<file path="src/rtl/intcode_bus_pkg.sv">
// Shared constants for the intcode memory bus: master ids, RAM depth and the
// reserved I/O port addresses that are always out of range for the RAM arbiter.
package intcode_bus_pkg;
  localparam logic M_CPU    = 1'b0;
  localparam logic M_LOADER = 1'b1;

  localparam int RAM_SIZE_DEFAULT = 32768;

  localparam logic [31:0] IO_IN_ADDR  = 32'hFFFF_0000;
  localparam logic [31:0] IO_OUT_ADDR = 32'hFFFF_0001;
endpackage

</file>
<file path="src/rtl/rr_arbiter2.sv">
// Two-way round-robin arbiter with an owner override for locked sequences and
// a cap on consecutive locked grants.
module rr_arbiter2
  import intcode_bus_pkg::*;
#(
  parameter int LOCK_MAX = 16
) (
  input  logic       clock,
  input  logic       reset,
  input  logic [1:0] req,
  input  logic [1:0] lock,
  output logic [1:0] gnt,
  output logic       accept,
  output logic       winner
);

  localparam int CW = $clog2(LOCK_MAX + 1);

  logic          ptr_q, ptr_d;
  logic          own_vld_q, own_vld_d;
  logic          own_id_q, own_id_d;
  logic [CW-1:0] cnt_q, cnt_d;
  logic [CW:0]   cnt_inc;
  logic          keep_lock;

  always_comb begin
    gnt = 2'b00;
    if (!reset) begin
      if (own_vld_q)          gnt[own_id_q] = req[own_id_q];
      else if (req == 2'b11)  gnt[ptr_q]    = 1'b1;
      else                    gnt           = req;
    end
  end

  assign accept    = |gnt;
  assign winner    = gnt[1];
  assign cnt_inc   = {1'b0, cnt_q} + 1'b1;
  // The accept that would bring the run to LOCK_MAX releases instead of locking.
  assign keep_lock = lock[winner] && (cnt_inc < (CW+1)'(LOCK_MAX));

  always_comb begin
    ptr_d     = ptr_q;
    own_vld_d = own_vld_q;
    own_id_d  = own_id_q;
    cnt_d     = cnt_q;
    if (accept) begin
      if (keep_lock) begin
        own_vld_d = 1'b1;
        own_id_d  = winner;
        cnt_d     = cnt_inc[CW-1:0];
        if (!own_vld_q) ptr_d = ~winner;
      end else begin
        own_vld_d = 1'b0;
        cnt_d     = '0;
        ptr_d     = ~winner;
      end
    end
  end

  always_ff @(posedge clock or posedge reset) begin
    if (reset) begin
      ptr_q     <= M_CPU;
      own_vld_q <= 1'b0;
      own_id_q  <= M_CPU;
      cnt_q     <= '0;
    end else begin
      ptr_q     <= ptr_d;
      own_vld_q <= own_vld_d;
      own_id_q  <= own_id_d;
      cnt_q     <= cnt_d;
    end
  end

endmodule

</file>
<file path="src/rtl/intcode_mem_arbiter.sv">
// Shares the single-port intcode RAM between the CPU (m0) and the loader (m1),
// filtering out-of-range addresses locally and routing responses by tag.
module intcode_mem_arbiter
  import intcode_bus_pkg::*;
#(
  parameter int ADDR_W   = 32,
  parameter int DATA_W   = 32,
  parameter int RAM_SIZE = RAM_SIZE_DEFAULT,
  parameter int LOCK_MAX = 16
) (
  input  logic              clock,
  input  logic              reset,
  input  logic              m0_req,
  input  logic              m0_we,
  input  logic              m0_lock,
  input  logic [ADDR_W-1:0] m0_addr,
  input  logic [DATA_W-1:0] m0_wdata,
  output logic              m0_gnt,
  output logic              m0_rvalid,
  output logic [DATA_W-1:0] m0_rdata,
  output logic              m0_err,
  input  logic              m1_req,
  input  logic              m1_we,
  input  logic              m1_lock,
  input  logic [ADDR_W-1:0] m1_addr,
  input  logic [DATA_W-1:0] m1_wdata,
  output logic              m1_gnt,
  output logic              m1_rvalid,
  output logic [DATA_W-1:0] m1_rdata,
  output logic              m1_err,
  output logic [ADDR_W-1:0] ram_addr,
  output logic [DATA_W-1:0] ram_wdata,
  output logic              ram_we,
  output logic              ram_re,
  input  logic [DATA_W-1:0] ram_rdata
);

  localparam logic [ADDR_W-1:0] ADDR_LIMIT = ADDR_W'(RAM_SIZE);

  logic [1:0]        gnt;
  logic              accept, winner;
  logic [ADDR_W-1:0] sel_addr_p0, addr_hold;
  logic [DATA_W-1:0] sel_wdata_p0, wdata_hold;
  logic              sel_we_p0, in_range_p0;
  logic              vld_p1, err_p1, tag_p1;

  rr_arbiter2 #(.LOCK_MAX(LOCK_MAX)) u_arb (
    .clock  (clock),
    .reset  (reset),
    .req    ({m1_req, m0_req}),
    .lock   ({m1_lock, m0_lock}),
    .gnt    (gnt),
    .accept (accept),
    .winner (winner)
  );

  assign m0_gnt = gnt[0];
  assign m1_gnt = gnt[1];

  // p0: accept cycle, RAM driven straight from the winning master
  assign sel_addr_p0  = winner ? m1_addr  : m0_addr;
  assign sel_wdata_p0 = winner ? m1_wdata : m0_wdata;
  assign sel_we_p0    = winner ? m1_we    : m0_we;
  assign in_range_p0  = sel_addr_p0 < ADDR_LIMIT;

  assign ram_we    = accept && in_range_p0 && sel_we_p0;
  assign ram_re    = accept && in_range_p0 && !sel_we_p0;
  assign ram_addr  = accept ? sel_addr_p0  : addr_hold;
  assign ram_wdata = accept ? sel_wdata_p0 : wdata_hold;

  always_ff @(posedge clock) begin
    if (accept) begin
      addr_hold  <= sel_addr_p0;
      wdata_hold <= sel_wdata_p0;
    end
  end

  // p1: response cycle, tag routes it back to the issuing master
  always_ff @(posedge clock or posedge reset) begin
    if (reset) begin
      vld_p1 <= 1'b0;
      err_p1 <= 1'b0;
      tag_p1 <= M_CPU;
    end else begin
      vld_p1 <= accept && (!sel_we_p0 || !in_range_p0);
      err_p1 <= accept && !in_range_p0;
      tag_p1 <= winner;
    end
  end

  assign m0_rvalid = vld_p1 && (tag_p1 == M_CPU);
  assign m1_rvalid = vld_p1 && (tag_p1 == M_LOADER);
  assign m0_err    = m0_rvalid && err_p1;
  assign m1_err    = m1_rvalid && err_p1;
  assign m0_rdata  = (m0_rvalid && !err_p1) ? ram_rdata : '0;
  assign m1_rdata  = (m1_rvalid && !err_p1) ? ram_rdata : '0;

endmodule

</file>
<file path="config.mk">
export PLATFORM = sky130hd
export DESIGN_NAME = intcode_mem_arbiter
export DESIGN_NICKNAME = d
export VERILOG_FILES = /design/src/rtl/intcode_bus_pkg.sv /design/src/rtl/rr_arbiter2.sv /design/src/rtl/intcode_mem_arbiter.sv
export SDC_FILE = /design/constraint.sdc
export NUM_CORES = 1
export LEC_CHECK = 0
export CAP_MARGIN = 25
export CORE_AREA = 2 2 118 120
export DETAILED_ROUTE_END_ITERATION = 12
export DIE_AREA = 0 0 120 122
export PLACE_DENSITY = 0.81
export SYNTH_ARGS = -nofsm -noshare
export SYNTH_HDL_FRONTEND = slang
export SYNTH_SLANG_ARGS = --single-unit
</file>
<file path="constraint.sdc">
create_clock -name clock -period 5.39 [get_ports clock]
set_clock_uncertainty 0.05 [all_clocks]
set_input_delay 1.078 -clock clock [delete_from_list [all_inputs] [get_ports clock]]
set_output_delay 1.078 -clock clock [all_outputs]
set_load 0.05 [all_outputs]
</file>
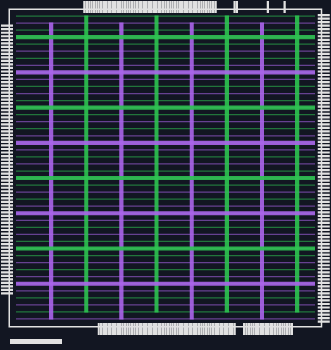
*Floorplan with the power grid, run 1*
The bar under the picture is 20 um long. Pins as bars on the die edge.
- green: VDD
- purple: VSS
- signal pins: 304
- met1 rails: 44

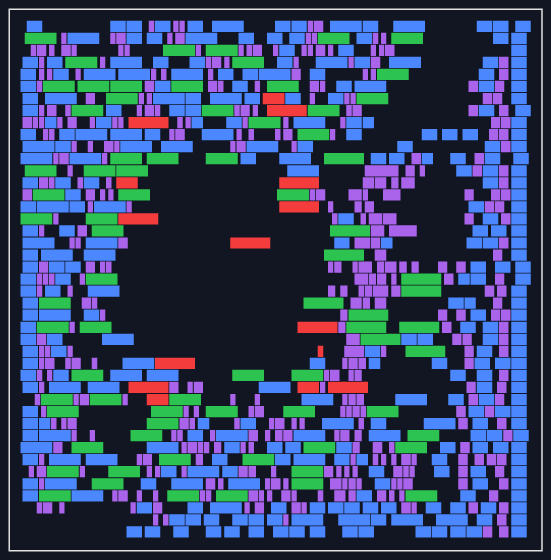
*Cells coloured by class, run 1*
- green: sequential cells (cells 75; share of their area 20%)
- blue: remaining buffers and delay cells (cells 315; share of their area 49%)
- purple: combinational and other logic (cells 403; share of their area 27%)
- red: clock drivers and dummy loads (cells 15; share of their area 4.0%)

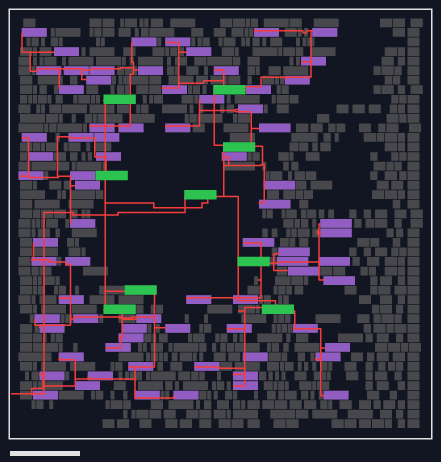
*Clock network drawn from the DEF, run 1*
The bar under the picture is 20 um long.
- purple: flip-flops (count 75)
- green: clock drivers (count 9)
- red: clock wires (length 1060 um)
- flops lie: widely spread
Clk. pwr: 610 uW
Clock power frac: 0.121
Insertion Delay late pin: 0.32 ns

==> out/qor.csv, run 1 <==
stage;metric;value;unit
run_status;outcome;complete, no violations;
final_timing;Tmin final;4.57;ns
grt;M2 GR Usage;0.371;
floorplanning;core footprint;0.0135;sq mm
drt;First DRT Iteration DRCs;159;
cells_and_area;fraction of area in multi-input gates;0.256;
cells_and_area;final core occ;0.587;
setup_path;Slowest cell on crit path;clkdlybuf4s50_1;
power;Gate power share;0.691;
synth;Async SR Flop Fraction;0.147;
power;combinational power;3.48;mW
synth;commonest cells in the netlist;133 x nand2_1, 71 x nor2_1, 66 x and2_1;
run;Max-Cap Viols;0;
grt;vias in the first global route;4484;
drt;routed metal-1 wirelength;5230;um
setup_path;worst path cell trace;clkdlybuf4s50_1 -> or3b_1 -> nand3_4 -> inv_2 -> nor3_1 -> o21a_1 -> clkdlybuf4s50_1;
setup_path;FF-to-FF Start;u_arb.own_vld_q;
synth;Main synth FF type;dfxtp_1;
cells_and_area;Top cells excl fill/tap;238 x clkdlybuf4s50_1, 133 x nand2_1, 71 x nor2_1;
setup_path;CP most frequent cell;clkdlybuf4s50_1;
setup_path;CP Capture Type;output pin;
power;Sequential Power;946;uW
grt;layer with the highest usage;met2;
synth;area fraction in compound gates;0.158;
floorplanning;die area;0.0146;sq mm
synth;Synth logic family;simple AND/OR/NAND/NOR gates;
setup_path;worst setup path start;m0_req;
clock_tree;CTS Root Cell;clkbuf_16;
cells_and_area;Signal inverters;4;
cells_and_area;Cell Count, Final, Fillers Out;990;
synth;ranking of synthesized cells by area;dfxtp_1 34%, nand2_1 13%, and2_1 11%;
clock_tree;clock buffer count from CTS;9;
cells_and_area;#MultiIn Comb;399;
cells_and_area;Biggest Area Class;buffers;
power;sw power;2.31;mW
final_timing;Final Hold Vio Count;0;
setup_path;critical path depth;7;
cells_and_area;MI comb area;0.00203;sq mm
clock_tree;clk sinks;75;
clock_tree;buffer levels on the longest clock path;2;
setup_path;Worst Setup EP;ram_re;
cells_and_area;flop share of the area;0.196;
final_timing;Final Worst Setup Slack;0.821;ns
setup_path;Crit Reg-Reg Endpoint;wdata_hold[15];
placement;input/output buffers;303;
setup_path;Worst Setup Path Type;in2out;
synth;Synth top cell by count;nand2_1;
synth;Post-synth regs;75;
synth;Yosys warnings;0;
setup_path;CP Launch Type;input pin;
power;Leakage;3.29;nW
setup_path;r2r worst-path depth;6;
drt;routed wire length;14800;um
placement;DP Worst Slack;0.824;ns
setup_path;flop2flop setup slack;3.14;ns
clock_tree;post_cts resized;0;
synth;count of cell types in the netlist;39;
power;Internal;2.72;mW
synth;area fraction in mux cells;0;
synth;Syn Area/Cell;7.43;sq um
setup_path;crit path DRT;4.26;ns
setup_path;Max stage delay on crit path;0.80;ns
synth;yosys adder share;0.00328;
cells_and_area;Buffers, non-clock;315;
final_timing;Final Max Slew Viols;0;
synth;Seq share, synth;0.408;
cells_and_area;Signal buf overhead;0.478;
final_timing;worst-margin pin slew;0.619;ns
cells_and_area;Top cell excl fill/tap;clkdlybuf4s50_1;
drt;DR vias;4664;
setup_path;Buf+Inv Stages, Crit Path;3;
power;Worst IR Drop VDD;0.458;mV
setup_path;Critical Path AT;3.44;ns
synth;count of library flops with an enable pin;0;
synth;area leader, netlist;dfxtp_1;
drt;Pre-antenna DRT Iters;6;
### Signal wires by layer, run 1

The bar under the picture is 20 um long.
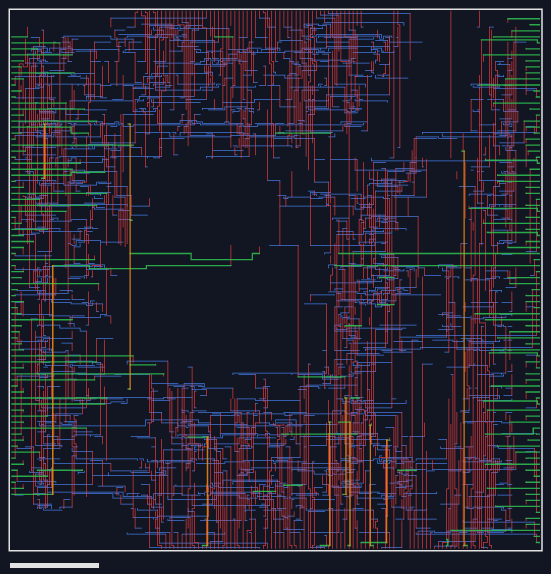

==> run 1 -> run 2 <==
--- a/config.mk
+++ b/config.mk
@@ -6,10 +6,10 @@
 export NUM_CORES = 1
 export LEC_CHECK = 0
 export CAP_MARGIN = 25
-export CORE_AREA = 2 2 118 120
+export CORE_AREA = 2 2 120 122
 export DETAILED_ROUTE_END_ITERATION = 12
-export DIE_AREA = 0 0 120 122
-export PLACE_DENSITY = 0.81
+export DIE_AREA = 0 0 122 124
+export PLACE_DENSITY = 0.82
 export SYNTH_ARGS = -nofsm -noshare
 export SYNTH_HDL_FRONTEND = slang
 export SYNTH_SLANG_ARGS = --single-unit
==> constraint.sdc (replaced) <==
create_clock -name clock -period 4.1 [get_ports clock]
set_clock_uncertainty 0.05 [all_clocks]
set_input_delay 0.82 -clock clock [delete_from_list [all_inputs] [get_ports clock]]
set_output_delay 0.82 -clock clock [all_outputs]
set_load 0.05 [all_outputs]
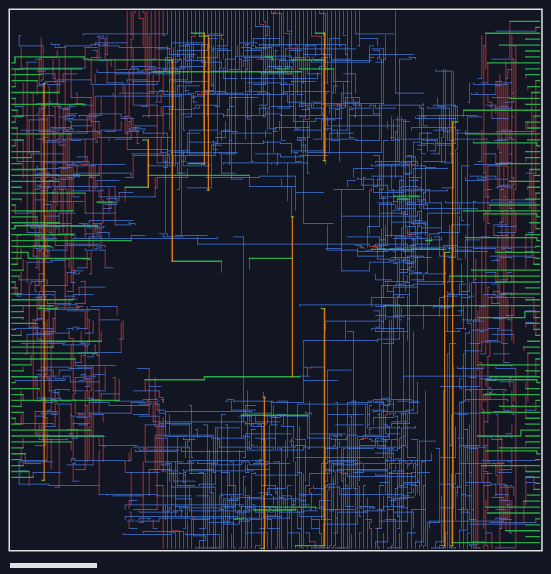
*Signal wires by layer, run 2*
The bar under the picture is 20 um long.
- orange: metal 4 (wire length 533 um)
- red: metal 2 (wire length 8130 um)
- blue: metal 1 (wire length 5320 um)
- green: metal 3 (wire length 1380 um)
routed wire length: 15400 um
wire per inst: 15.5 um
gr usage total: 0.199
DR vias: 4690

==> run 2 against run 1 <==
  * Wire length grew 4.0%
  * Synthesized cell count stayed put
  * Combinational power grew 33%
  * Count of clock-buffer cells in the layout shrank 4
  * Utilization is 0.092 points higher
  * Register-to-register slack worse by 1.1 ns
  * Critical path depth rose by 1
  * Largest cell class unchanged
==> out/qor.csv, run 2 <==
stage;metric;value;unit;change
synth;Main synth FF type;dfxtp_1;;
cells_and_area;fraction of area in multi-input gates;0.252;;-0.00441
cells_and_area;flop share of the area;0.193;;-0.00338
clock_tree;Insertion Delay late pin;0.33;ns;about the same
cells_and_area;Top cell excl fill/tap;clkdlybuf4s50_1;;
synth;commonest cells in the netlist;133 x nand2_1, 71 x nor2_1, 66 x and2_1;;
final_timing;worst-margin pin slew;0.685;ns;+0.0652 ns
cells_and_area;Cell Count, Final, Fillers Out;994;;+0.40%
power;Flop pwr share;0.184;;
synth;area leader, netlist;dfxtp_1;;
setup_path;Worst Setup Path Type;in2out;;
run_status;outcome;complete, no violations;;
synth;ranking of synthesized cells by area;dfxtp_1 34%, nand2_1 13%, and2_1 11%;;
clock_tree;buffer levels on the longest clock path;2;;unchanged
cells_and_area;Biggest Area Class;buffers;;
placement;input/output buffers;303;;unchanged
clock_tree;post_cts resized;0;;unchanged
drt;First DRT Iteration DRCs;186;;+17%
synth;Synth logic family;simple AND/OR/NAND/NOR gates;;
setup_path;r2r worst-path depth;6;;unchanged
cells_and_area;MI comb area;0.00203;sq mm;unchanged
power;Clock power frac;0.134;;+0.013
grt;M2 GR Usage;0.378;;+0.00705
synth;Seq share, synth;0.408;;unchanged
placement;DP Worst Slack;0.276;ns;-0.548 ns
drt;Pre-antenna DRT Iters;8;;+2
synth;Syn Inst Count;513;;
setup_path;Buf+Inv Stages, Crit Path;4;;+1
setup_path;Crit Reg-Reg Endpoint;wdata_hold[25];;
setup_path;worst path cell trace;clkdlybuf4s50_1 -> or3b_1 -> nand3_4 -> buf_12 -> buf_4 -> nor2_1 -> a31oi_1 -> buf_12;;
power;Internal;3.69;mW;+36%
setup_path;CP Launch Type;input pin;;
synth;Async SR Flop Fraction;0.147;;unchanged
setup_path;CP Capture Type;output pin;;
setup_path;Max stage delay on crit path;0.57;ns;-0.23 ns
clock_tree;clock buffer count from CTS;9;;unchanged
final_timing;Final Hold Vio Count;0;;unchanged
run;Max-Cap Viols;0;;unchanged
placement;Post-DP Area;0.00771;sq mm;
power;Clk. pwr;909;uW;+49%
grt;largest net degree at the start of global routing;72;;
setup_path;Critical Path AT;3.00;ns;-0.44 ns
cells_and_area;Signal inverters;4;;unchanged
setup_path;Worst Setup EP;ram_wdata[25];;
final_timing;Final Worst Setup Slack;0.226;ns;-0.595 ns
drt;routed metal-1 wirelength;5320;um;+1.6%
setup_path;critical path depth;8;;+1
clock_tree;CTS Root Cell;clkbuf_16;;
cells_and_area;Signal buf overhead;0.482;;+0.00450
setup_path;Slowest cell on crit path;clkdlybuf4s50_1;;
power;Leakage;3.35;nW;+1.7%
cells_and_area;Top cells excl fill/tap;235 x clkdlybuf4s50_1, 133 x nand2_1, 73 x buf_12;;
cells_and_area;Buffers, non-clock;318;;+0.95%
setup_path;flop2flop setup slack;2.02;ns;-1.12 ns
setup_path;worst setup path start;m0_req;;
power;Worst IR Drop VDD;0.568;mV;+24%
synth;Post-synth regs;75;;unchanged
synth;count of library flops with an enable pin;0;;unchanged
setup_path;FF-to-FF Start;u_arb.own_vld_q;;
clock_tree;clk sinks;75;;unchanged
power;sw power;3.08;mW;+33%
grt;vias in the first global route;4526;;+0.94%
setup_path;crit path DRT;3.23;ns;-1.03 ns
synth;area fraction in mux cells;0;;unchanged
synth;Syn Area/Cell;7.43;sq um;unchanged
power;Sequential Power;1.25;mW;+32%
synth;Synth top cell by count;nand2_1;;
final_timing;Tmin final;3.87;ns;
synth;count of cell types in the netlist;39;;unchanged
synth;Yosys warnings;0;;unchanged
power;combinational power;4.62;mW;+33%
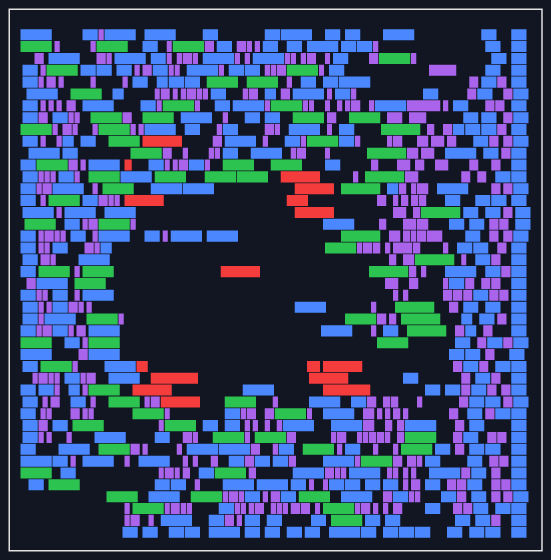
*Cells coloured by class, run 2*
core footprint: 0.0137 sq mm
num rows: 43
post-route design area: 0.00806 sq mm
final core occ: 0.588

### Floorplan with the power grid, run 2

The bar under the picture is 20 um long. Pins as bars on the die edge.
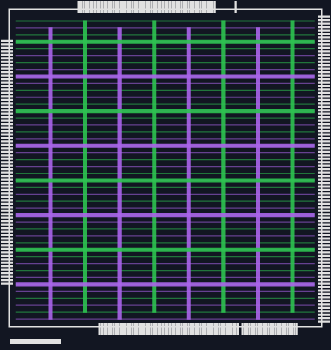

==> run 2 -> run 3 <==
--- a/config.mk
+++ b/config.mk
@@ -6,10 +6,13 @@
 export NUM_CORES = 1
 export LEC_CHECK = 0
 export CAP_MARGIN = 25
-export CORE_AREA = 2 2 120 122
+export CELL_PAD_IN_SITES_DETAIL_PLACEMENT = 1
+export CELL_PAD_IN_SITES_GLOBAL_PLACEMENT = 2
+export CORE_MARGIN = 1
+export CORE_UTILIZATION = 16
 export DETAILED_ROUTE_END_ITERATION = 12
-export DIE_AREA = 0 0 122 124
-export PLACE_DENSITY = 0.82
+export PLACE_DENSITY = 0.89
 export SYNTH_ARGS = -nofsm -noshare
 export SYNTH_HDL_FRONTEND = slang
+export SYNTH_HIERARCHICAL = 1
 export SYNTH_SLANG_ARGS = --single-unit
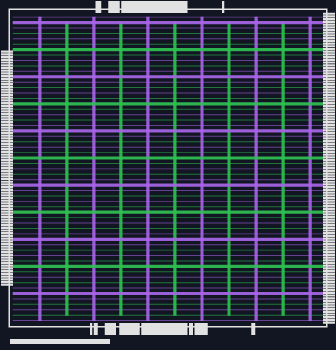
*Floorplan with the power grid, run 3*
The bar under the picture is 50 um long. Pins as bars on the die edge.
- purple: VSS
- green: VDD
- signal pins: 304
- met5 straps: 11
- met4 straps: 11
- met1 rails: 57

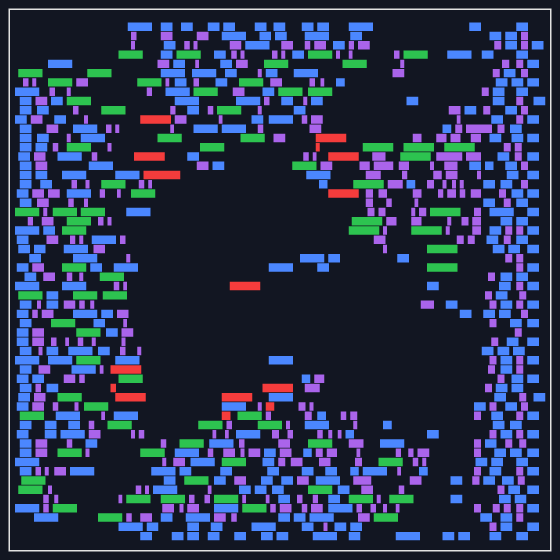
*Cells coloured by class, run 3*
- blue: remaining buffers and delay cells (cells 317; share of their area 49%)
- red: clock drivers and dummy loads (cells 15; share of their area 3.9%)
- green: sequential cells (cells 75; share of their area 20%)
- purple: combinational and other logic (cells 334; share of their area 28%)
flop share of the area: 0.188
core footprint: 0.0238 sq mm
final core occ: 0.348
num rows: 56
post-route design area: 0.00828 sq mm

==> run 3 against run 2 <==
  * Total power decreased by 29%
  * Global-route usage decreased by 7.2 points
  * Combinational power decreased by 37%
  * Flip-flop count unchanged
  * Cell area increased by 2.6%
  * Highest routed layer unchanged
  * Critical path depth unchanged
  * Critical path type unchanged
  * First-iteration DRC count decreased by 39%
  * Largest power group unchanged
  * Clock power decreased by 9.5%
  * Fmax increased by 0.31%
==> out/qor.csv, run 3 <==
stage;metric;value;unit;change
power;Sequential Power;1.09;mW;-10%
setup_path;worst path cell trace;clkdlybuf4s50_1 -> or3b_4 -> nand3_1 -> inv_4 -> buf_4 -> mux2i_1 -> a21oi_1 -> buf_12;;
drt;Pre-antenna DRT Iters;4;;-4
synth;Synth logic family;simple AND/OR/NAND/NOR gates;;
drt;First DRT Iteration DRCs;114;;-39%
synth;Seq share, synth;0.397;;-0.0117
synth;Syn Area/Cell;8.96;sq um;+21%
synth;area fraction in mux cells;0.172;;+0.172
run_status;outcome;complete, no violations;;
drt;routed metal-1 wirelength;5890;um;+11%
setup_path;critical path depth;8;;unchanged
setup_path;Slowest cell on crit path;clkdlybuf4s50_1;;
cells_and_area;Top cell excl fill/tap;clkdlybuf4s50_1;;
synth;Post-synth regs;75;;unchanged
drt;wire per inst;15.5;um;+0.13%
setup_path;CP Launch Type;input pin;;
synth;Main synth FF type;dfxtp_1;;
synth;Synth top cell by count;nor2_1;;
setup_path;crit path DRT;3.23;ns;about the same
clock_tree;clock buffer count from CTS;9;;unchanged
cells_and_area;Signal buf overhead;0.464;;-0.0178
cells_and_area;Buffers, non-clock;317;;-0.31%
power;Leakage;3.30;nW;-1.5%
grt;gr usage total;0.127;;-0.0718
setup_path;CP Capture Type;output pin;;
setup_path;flop2flop setup slack;1.92;ns;-0.10 ns
synth;count of library flops with an enable pin;0;;unchanged
final_timing;Tmin final;3.86;ns;-0.0121 ns
cells_and_area;Top cells excl fill/tap;235 x clkdlybuf4s50_1, 72 x nor2_1, 70 x buf_12;;
grt;largest net degree at the start of global routing;52;;-28%
grt;M2 GR Usage;0.246;;-0.131
final_timing;Final Hold Vio Count;0;;unchanged
clock_tree;CTS Root Cell;clkbuf_16;;
synth;Syn Inst Count;438;;-15%
power;Worst IR Drop VDD;0.323;mV;-43%
synth;ranking of synthesized cells by area;dfxtp_1 33%, mux2i_1 17%, and2_1 11%;;
cells_and_area;fraction of area in multi-input gates;0.258;;+0.00608
final_timing;worst-margin pin slew;0.785;ns;+0.101 ns
setup_path;FF-to-FF Start;u_arb/own_vld_q;;
setup_path;Buf+Inv Stages, Crit Path;4;;unchanged
setup_path;Worst Setup Path Type;in2out;;
power;Internal;2.77;mW;-25%
synth;commonest cells in the netlist;72 x nor2_1, 69 x and2_1, 67 x a21oi_1;;
run;Max-Cap Viols;0;;unchanged
setup_path;r2r worst-path depth;9;;+3
placement;DP Worst Slack;0.120;ns;-0.156 ns
synth;Async SR Flop Fraction;0.147;;unchanged
synth;count of cell types in the netlist;49;;+26%
clock_tree;clk sinks;75;;unchanged
clock_tree;buffer levels on the longest clock path;2;;unchanged
setup_path;Crit Reg-Reg Endpoint;vld_p1;;
placement;Post-DP Area;0.00797;sq mm;+3.3%
No activity file was given, so power comes from the tool's default toggle rates.
